### src/rtl/serial_adder_pkg.sv
// ----------------------------------------------------------------------------
// serial_adder_pkg
//
// Purpose:
//   Definitions shared by the bit-serial adder controller and its datapath.
//   - FSM state encoding. Plain 2-bit localparam constants are used so the
//     encoding is stable and can be matched by older tooling.
//   - A helper that sizes the bit counter.
//
// Contents:
//   ST_IDLE / ST_RUN / ST_DONE : 2-bit state codes. Code 2'd3 is unused.
//   cnt_width(width)           : max(1, $clog2(width))
// ----------------------------------------------------------------------------
package serial_adder_pkg;

  localparam logic [1:0] ST_IDLE = 2'd0;
  localparam logic [1:0] ST_RUN  = 2'd1;
  localparam logic [1:0] ST_DONE = 2'd2;

  // The counter must index bit positions 0..width-1. A 1-bit adder still
  // needs a real counter signal, so the width never drops below one bit.
  function automatic int cnt_width(input int width);
    int w;
    w = $clog2(width);
    return (w < 1) ? 1 : w;
  endfunction

endpackage

### src/rtl/serial_adder_ctrl_full_adder_cell.sv
// ----------------------------------------------------------------------------
// half_adder / full_adder_cell
//
// Purpose:
//   The single-bit arithmetic datapath that the serial controller sequences.
//   full_adder_cell is built from two half adders. The carry is the OR of the
//   two half-adder carries. The carries can never both be high, so this OR is
//   the usual majority function.
//
// half_adder ports:
//   a, b      in   operand bits
//   s         out  a ^ b
//   c         out  a & b
//
// full_adder_cell ports:
//   a, b      in   operand bits
//   cin       in   carry in
//   s         out  a ^ b ^ cin
//   cout      out  majority(a, b, cin)
// ----------------------------------------------------------------------------
module half_adder (
  input  logic a,
  input  logic b,
  output logic s,
  output logic c
);

  assign s = a ^ b;
  assign c = a & b;

endmodule


module full_adder_cell (
  input  logic a,
  input  logic b,
  input  logic cin,
  output logic s,
  output logic cout
);

  logic s0;
  logic c0;
  logic c1;

  // First stage adds the operand bits.
  half_adder u_ha0 (
    .a (a),
    .b (b),
    .s (s0),
    .c (c0)
  );

  // Second stage folds in the incoming carry.
  half_adder u_ha1 (
    .a (s0),
    .b (cin),
    .s (s),
    .c (c1)
  );

  assign cout = c0 | c1;

endmodule

### src/rtl/serial_adder_ctrl.sv
// ----------------------------------------------------------------------------
// serial_adder_ctrl
//
// Purpose:
//   Bit-serial WIDTH-bit adder. Operands and a carry-in are accepted through
//   a valid/ready handshake. The sum is then built LSB-first, one
//   full_adder_cell evaluation per cycle, over WIDTH cycles. The result and
//   the carry-out are held behind a second valid/ready handshake until
//   downstream takes them.
//
// Parameters:
//   WIDTH      operand/result width, WIDTH >= 1
//
// Ports:
//   clk        in   rising-edge clock
//   rst        in   synchronous active-high reset
//   in_valid   in   operands valid
//   in_ready   out  high only in IDLE
//   a, b       in   operands, sampled on the accept edge
//   cin        in   carry-in, sampled on the accept edge
//   busy       out  high while in RUN
//   out_valid  out  high only in DONE
//   out_ready  in   downstream accepts the result
//   sum        out  (a + b + cin) mod 2^WIDTH
//   cout       out  carry register (bit WIDTH of a + b + cin once in DONE)
// ----------------------------------------------------------------------------
module serial_adder_ctrl
  import serial_adder_pkg::*;
#(
  parameter int WIDTH = 8
) (
  input  logic             clk,
  input  logic             rst,
  input  logic             in_valid,
  output logic             in_ready,
  input  logic [WIDTH-1:0] a,
  input  logic [WIDTH-1:0] b,
  input  logic             cin,
  output logic             busy,
  output logic             out_valid,
  input  logic             out_ready,
  output logic [WIDTH-1:0] sum,
  output logic             cout
);

  localparam int             CW       = cnt_width(WIDTH);
  localparam logic [CW-1:0]  CNT_LAST = CW'(WIDTH - 1);
  localparam logic [CW-1:0]  CNT_ONE  = CW'(1);

  logic [1:0]       state_reg;
  logic [1:0]       state_next;
  logic [WIDTH-1:0] a_sr_reg;
  logic [WIDTH-1:0] b_sr_reg;
  logic [WIDTH-1:0] sum_reg;
  logic [WIDTH-1:0] sum_next;
  logic             carry_reg;
  logic [CW-1:0]    cnt_reg;

  logic             fa_s;
  logic             fa_c;

  logic             accept;
  logic             last_bit;

  // --------------------------------------------------------------------------
  // Single-bit datapath: always looks at the current LSBs and carry.
  // --------------------------------------------------------------------------
  full_adder_cell u_fa (
    .a    (a_sr_reg[0]),
    .b    (b_sr_reg[0]),
    .cin  (carry_reg),
    .s    (fa_s),
    .cout (fa_c)
  );

  // --------------------------------------------------------------------------
  // Sum shifter. The new bit enters at the MSB and older bits move toward the
  // LSB, so after WIDTH shifts bit 0 holds the first computed sum bit. The
  // shifter is written per bit so that WIDTH=1 has no empty slice.
  // --------------------------------------------------------------------------
  generate
    for (genvar gi = 0; gi < WIDTH; gi++) begin : g_sum_shift
      if (gi == WIDTH - 1) begin : g_msb
        assign sum_next[gi] = fa_s;
      end else begin : g_lower
        assign sum_next[gi] = sum_reg[gi + 1];
      end
    end
  endgenerate

  // --------------------------------------------------------------------------
  // FSM next state
  // --------------------------------------------------------------------------
  assign accept   = (state_reg == ST_IDLE) && in_valid;
  assign last_bit = (cnt_reg == CNT_LAST);

  always_comb begin
    state_next = state_reg;
    case (state_reg)
      ST_IDLE: begin
        if (in_valid) begin
          state_next = ST_RUN;
        end
      end
      ST_RUN: begin
        if (last_bit) begin
          state_next = ST_DONE;
        end
      end
      ST_DONE: begin
        // in_valid is deliberately ignored here. A new operation can only
        // be accepted once the controller is back in IDLE.
        if (out_ready) begin
          state_next = ST_IDLE;
        end
      end
      default: begin
        // The unused code 2'd3 recovers to IDLE.
        state_next = ST_IDLE;
      end
    endcase
  end

  always_ff @(posedge clk) begin
    if (rst) begin
      state_reg <= ST_IDLE;
    end else begin
      state_reg <= state_next;
    end
  end

  // --------------------------------------------------------------------------
  // Datapath registers
  // --------------------------------------------------------------------------
  always_ff @(posedge clk) begin
    if (rst) begin
      a_sr_reg  <= '0;
      b_sr_reg  <= '0;
      sum_reg   <= '0;
      carry_reg <= 1'b0;
      cnt_reg   <= '0;
    end else if (accept) begin
      a_sr_reg  <= a;
      b_sr_reg  <= b;
      sum_reg   <= '0;
      carry_reg <= cin;
      cnt_reg   <= '0;
    end else if (state_reg == ST_RUN) begin
      a_sr_reg  <= a_sr_reg >> 1;
      b_sr_reg  <= b_sr_reg >> 1;
      sum_reg   <= sum_next;
      carry_reg <= fa_c;
      cnt_reg   <= cnt_reg + CNT_ONE;
    end
  end

  // --------------------------------------------------------------------------
  // Outputs decode from registered state only. There is no combinational path
  // from in_valid or out_ready to in_ready or out_valid.
  // --------------------------------------------------------------------------
  assign in_ready  = (state_reg == ST_IDLE);
  assign busy      = (state_reg == ST_RUN);
  assign out_valid = (state_reg == ST_DONE);
  assign sum       = sum_reg;
  assign cout      = carry_reg;

endmodule

### config.mk
export PLATFORM = sky130hd
export DESIGN_NAME = serial_adder_ctrl
export DESIGN_NICKNAME = d
export VERILOG_FILES = /design/src/rtl/serial_adder_pkg.sv /design/src/rtl/serial_adder_ctrl_full_adder_cell.sv /design/src/rtl/serial_adder_ctrl.sv
export SDC_FILE = /design/constraint.sdc
export NUM_CORES = 1
export LEC_CHECK = 0
export CAP_MARGIN = 40
export CORE_MARGIN = 2
export CORE_UTILIZATION = 45
export CTS_BUF_LIST = sky130_fd_sc_hd__clkbuf_2 sky130_fd_sc_hd__clkbuf_4 sky130_fd_sc_hd__clkbuf_8
export CTS_CLUSTER_SIZE = 8
export DETAILED_ROUTE_END_ITERATION = 6
export GPL_TIMING_DRIVEN = 1
export HOLD_SLACK_MARGIN = 0.1
export PLACE_DENSITY = 0.83
export RECOVER_POWER = 50
export SLEW_MARGIN = 40
export SYNTH_ARGS = -nofsm -noshare
export SYNTH_HDL_FRONTEND = slang
export SYNTH_HIERARCHICAL = 1
export SYNTH_SLANG_ARGS = --single-unit
### constraint.sdc
create_clock -name clk -period 1.29 [get_ports clk]
set_input_delay 0.258 -clock clk [delete_from_list [all_inputs] [get_ports clk]]
set_output_delay 0.258 -clock clk [all_outputs]
set_load 0.1 [all_outputs]
==> qor.txt <==
Outcome -> finished with violations
Failing checks -> DRC, setup timing
# setup viols final -> 19
Setup CP Type -> register to output pin
Hold WS -> 0.4661 ns
Final net count -> 234
LEAKAGE -> 0.8050 nW
Maximum VDD drop -> 0.0006704 V
Largest cell class -> logic gates
Cell Area, Placed -> 1909 µm²
Post-Route WL -> 3.885 mm
Tcrit/Tclk final -> 1.117
Gr ovfl total -> 0
Total chip power -> 0.002243 W
Yosys Warn Count -> 6
WP data arrival -> 1.18 ns
P&R area growth vs syn -> 60.91%
Chip width -> 58.60 µm
Non-CTS buffers -> 52
H-tree depth -> 2
Largest net degree at the start of global routing -> 17
RSZ-0062 raised after global routing -> true
Port Buffers -> 32
FMAX -> 0.6942 GHz
Max_cap viols -> 0
Crit. End Element -> output pin
Max transition margin -> 0.8553
Vias -> 1,342
Worst Setup Start Kind -> register
Remaining DRCs -> 1
Final HPWL DP -> 2.396 mm
Sink Count -> 30
Top cell area share -> 0.4478
Adder Share, Synth -> 0.03731
Power Dens Cells -> 1039 nW/µm²
Row count -> 19
MUX area fraction -> 0
Net Sw Power -> 0.0007149 W
Finished Cell Area -> 2158 µm²
Number of fill cells -> 175
Cell Chain, Critical Path -> buf_6 -> nor2b_4 -> buf_12
DIE HEIGHT -> 58.60 µm
Final hold vios -> 0
Ao+oa area frac -> 0.1903
CTS tree -> built
CP max stage delay -> 0.40 ns
Top comb family, area -> simple AND/OR/NAND/NOR gates
Final-layout clock buffer total -> 6
Maximum clock insertion buffer count -> 2
FP Util -> 0.4781
Routability cong. -> 0.7835
TAP cells -> 31
Syn Inst Count -> 162
Vias in the first global route -> 1,325
Final tally of max-slew violations -> 0
Routed wire per std cell -> 16.12 µm
Yosys stat cell total -> 162
Reg-to-reg slack, setup -> -0.14 ns
Seq_cells -> 30
Synth flops -> 30
Gr usage total -> 0.2267
Pre-antenna DRT Iters -> 6
Simple-Gate Area Share -> 0.2416
Combinational power share -> 0.268
Area leader, netlist -> dfxtp_1
Fraction of area in non-clock buffers -> 0.2701
Area reported by Yosys stat -> 1341 µm²
Largest fanout on the critical path -> 6
Kind of cell adding the most delay to the critical path -> flip-flops
Final worst slack -> -0.1505 ns
Via-to-Cell Ratio -> 5.568
Worst path required time -> 1.03 ns
## per-layer routing
layer,vias to the layer above,part of all wire,track usage
li1,642,-,-
met1,655,0.38,0.2274
met2,38,0.56,0.4254
met3,7,0.049,0.07033
met4,0,0.015,0.1006
met5,-,0,0
## worst paths after layout
| check | from | endpoint | cells after the start |
|---|---|---|---|
| setup / recovery | state_reg[0] | out_valid | 3 |
| hold / removal | a_sr_reg[3] | a_sr_reg[2] | 2 |
| setup reg to reg | state_reg[1] | a_sr_reg[1] | 5 |
| hold reg to reg | a_sr_reg[3] | a_sr_reg[2] | 2 |
## repair_timing
action | 4_1_cts | 5_1_grt
setup endpoints to repair | 31 | 31
cloned | 0 | 1
endpoints found under the hold margin | 0 | 0
hold buffers | 0 | 0
pin swaps | 4 | 4
gates resized | 37 | 15
buffers inserted | 5 | 1
## cell usage in the layout (no fill, tap or decap), types with 3 or more instances in the layout
cell type	count
clkdlybuf4s50_1	20
nor2_1	5
nor2_4	12
clkbuf_4	5
dfxtp_4	3
a21oi_2	3
buf_12	9
nand2b_4	4
buf_6	8
a21oi_1	24
dfxtp_1	25
buf_4	15
or3b_4	3
a211oi_2	5
a211oi_1	7
nand2_1	34
## synthesized netlist by cell type (all sizes together)
cell type	number
or3b	4
inv	2
nand2b	5
xnor2	1
a22oi	1
nand2	34
nor3b	1
nor2b	1
nor3	3
dfxtp	30
nor2	19
buf	11
clkbuf	2
a21oi	27
or2	1
a211oi	12
o21a	1
ha	4
o21ba	1
nand3	2
## tightest hold or removal path, delay by kind of cell, from the launching register on
family	cells	cell delay (ns)
DFF	1	0.32
AOI/OAI and AO/OA	1	0.05
and+or+nand+nor	1	0.05
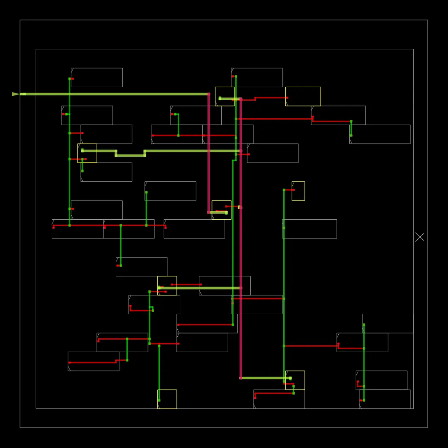
Fig. 1. Clock routing.
CTS buffer count: 5
Clock Power: 0.000615 W

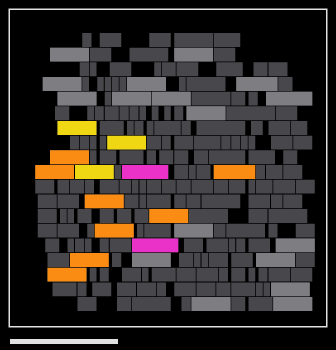
Fig. 2. Sequential cells grouped by signal name.
The bar under the picture is 20 µm long. Other sequential cells in the stronger grey, the rest of the logic in the fainter grey.
Key: orange = a_sr_reg [placed flops 8]; yellow = cnt_reg [placed flops 3]; magenta = state_reg [placed flops 2]
Another 17 sequential cells are not coloured.
sequential power: 0.00103 W
Sequential cell area: 614.3 µm²
flop share of the area: 0.2846
Util after Layout: 0.7694

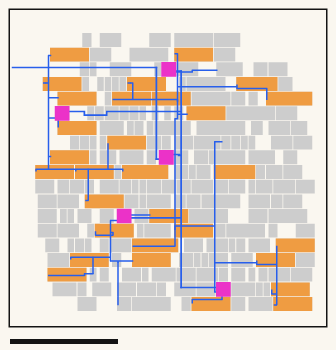
Fig. 3. Routed clock nets over the placement.
The bar under the picture is 20 µm long.
Key: orange = flip-flops [count 30]; magenta = clock-net drivers [count 5]; blue = clock wires [length 406 µm]
Position of the flops: widely spread.
Clk network pwr share: 0.274
skew final: 0.01321 ns
clk_lat worst skew: 0.35 ns

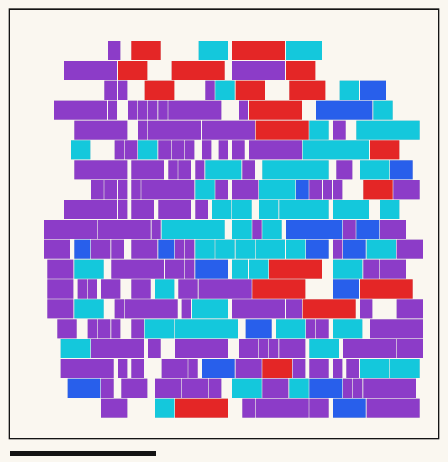
Fig. 4. Sizing map.
The bar under the picture is 20 µm long.
Key: blue = x2 [cells 17]; red = x6 and larger [cells 18]; cyan = x3 and x4 [cells 48]; purple = x1 and smaller [cells 127]

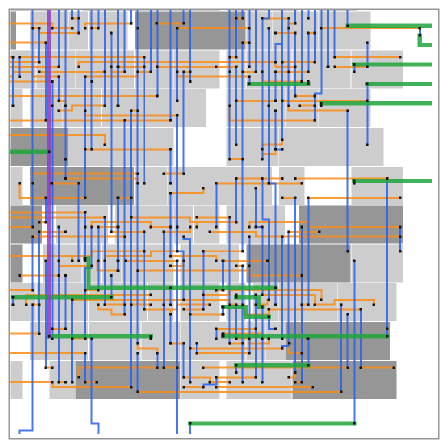
Fig. 5. A small window of the routed layout.
Window x 29 to 59, y 0 to 30 µm. Cells in grey, sequential cells in the stronger grey; small squares are vias.
Key: purple = M4; green = M3; blue = M2; orange = M1
Netlist names of flops here include b_sr_reg (6), a_sr_reg (2). Sequential cells in the window: 8. Most frequent: clkdlybuf4s50_1 (8). 64 logic cells have their middle in the window.

Power is estimated from default activity; no workload was simulated.
